**Run 1: placed standard cells**

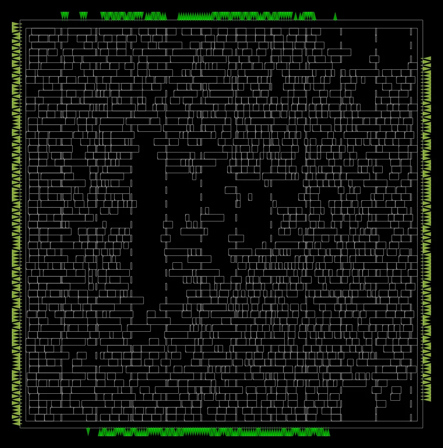
**Run 1: cells colored by class**

The bar under the picture is 50 um long.
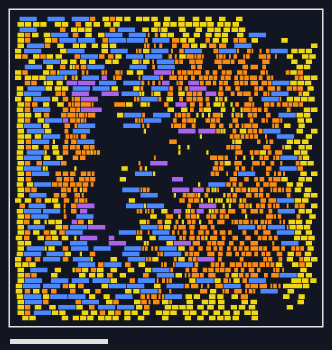
**Run 1: metal 2**

Cells faint in the background.
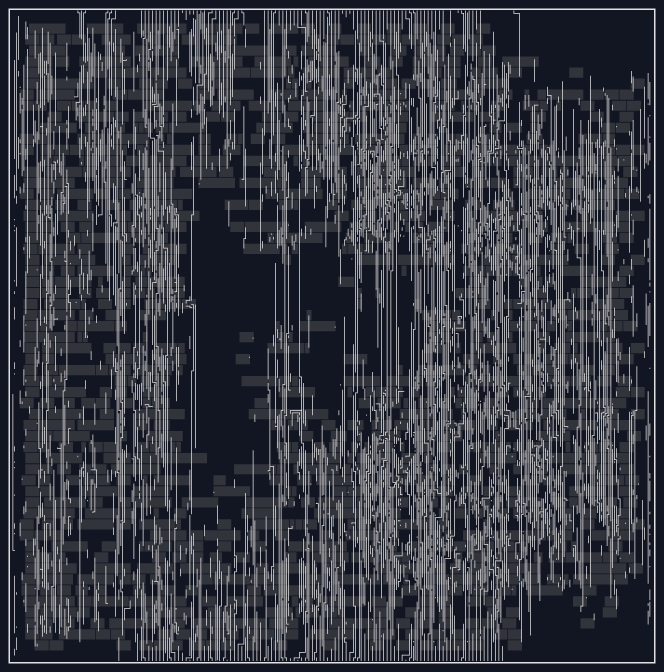
Design id_stage_fwd, sky130hd; sources not shown.
==> flow_metrics.py <==
# Auto-generated metrics
metrics = {
    "outcome": {
        "status": "finished clean",
    },
    "route": {
        "detail_route.vias_per_cell": 5.91,
        "wire_per_inst_um": 24.6,
    },
    "cts": {
        "clock_path_buffers": 2,
        "clkLatencyLatePin_ns": 0.43,
        "tritoncts": "done",
        "post-cts-setup-buffer-count": 0,
    },
    "setup_path": {
        "critical_path.top_delay_family": "buffers and inverters",
        "cp_max_fanout": 10,
        "path_depth": 14,
        "cp_num_buf_inv": 3,
    },
    "layout": {
        "combGateArea_sq_um": 5010,
    },
    "synth": {
        "async_flop_share_pct": 100,
        "topCellsByArea": "dfrtp_1 41%, and3_1 9.1%, mux2_2 8.0%, a22o_1 7.3%, xor2_1 5.4%",
        "post_synth_num_cell_types": 39,
        "synthesis.nets": 1174,
        "synth_top_area_share_pct": 40.5,
    },
    "final_timing": {
        "max-slew-margin-rel_pct": 22.1,
        "fmax_mhz": 122,
        "rsz0062_at_grt": "no",
    },
    "job": {
        "tool_warnings": 26,
        "cap_violations": 0,
    },
    "global_route": {
        "grt_first_pass_wirelength_mm": 62.6,
        "antenna_found_initial": 1,
    },
    "worst_hold_path": {
        "whs_path_depth": 2,
        "worst_hold_check_path_type": "flop to flop",
    },
    "power": {
        "p_comb_share_pct": 27.0,
        "power.static_leakage_uw": 0.00621,
    },
}
Notes on 'placed standard cells' above:
Std-Cell Core Area: 24000 sq um
total number of placement rows: 57

Notes on 'cells colored by class' above:
legend:
  yellow:
    class: other buffers and delay cells
    cells: 492
  purple:
    class: clock drivers and dummy loads
    cells: 32
  blue:
    class: flip-flops
    cells: 146
  orange:
    class: all other logic
    cells: 713
Seq area share: 25.8%
summed area of non-filler cells in the final layout: 14100 sq um
Util after Layout: 59.0%

Notes on 'metal 2' above:
share of all routed wire: 47%
main direction: vertical
wire length on this layer: 19700 um
total wire length after detailed routing: 42.0 mm
total number of vias: 10.1k
met2 usage in global routing: 53.6%

run 1: metal layers:
| metal | routed length [um] | track usage (%) |
|---|---|---|
| met1 | 16100 | 38.5 |
| met2 | 19700 | 53.6 |
| met3 | 4100 | 8.58 |
| met4 | 2080 | 14.3 |
| met5 | 0 | 0 |
run 1: worst min-delay path: stages (launching register included):
cell and delay, ns:
dfrtp_1 0.35, nand2_1 0.05, o41ai_1 0.05
run 1: layout make-up:
cell class | count | area share, %
multi-input combinational | 711 | 35.4
timing repair buffer | 406 | 28.9
sequential | 146 | 25.8
clock buffer | 17 | 3.01
tap | 324 | 2.87
buffer | 86 | 2.46
clock inverter | 15 | 1.47
inverter | 2 | 0.0531
antenna | 1 | 0.0177
run 1: power groups by stage:
stage          registers (uW)  clock network (uW)  logic, uW
6_report                  764                 771        567
5_1_grt                   770                 806        601
4_1_cts                   763                 778        564
3_5_place_dp              774                   0        561
3_3_place_gp              774                   0        555
2_1_floorplan             773                   0        192
run 1: metrics by stage:
step           area, sq um  instances  TNS [ns]
6_report             14100       1708         0
5_1_grt              14100       1708         0
4_1_cts              14100       1707         0
3_5_place_dp         13500       1675         0
3_3_place_gp         13500       1674     -2.15
2_1_floorplan         9020        945         0
run 1: logic make-up (layout without fill, tap and decap cells):
logic type | after synthesis | count (layout) | share of synthesized area (%)
other | 0 | 1 | 0
multiplexers | 65 | 65 | 8.10
buffers and inverters | 88 | 526 | 3.94
XOR/XNOR | 73 | 73 | 7.09
AND-OR/OR-AND | 259 | 259 | 21.6
AND/OR/NAND/NOR | 314 | 314 | 18.8
flip-flops | 146 | 146 | 40.5
Power is estimated from default activity; no workload was simulated.
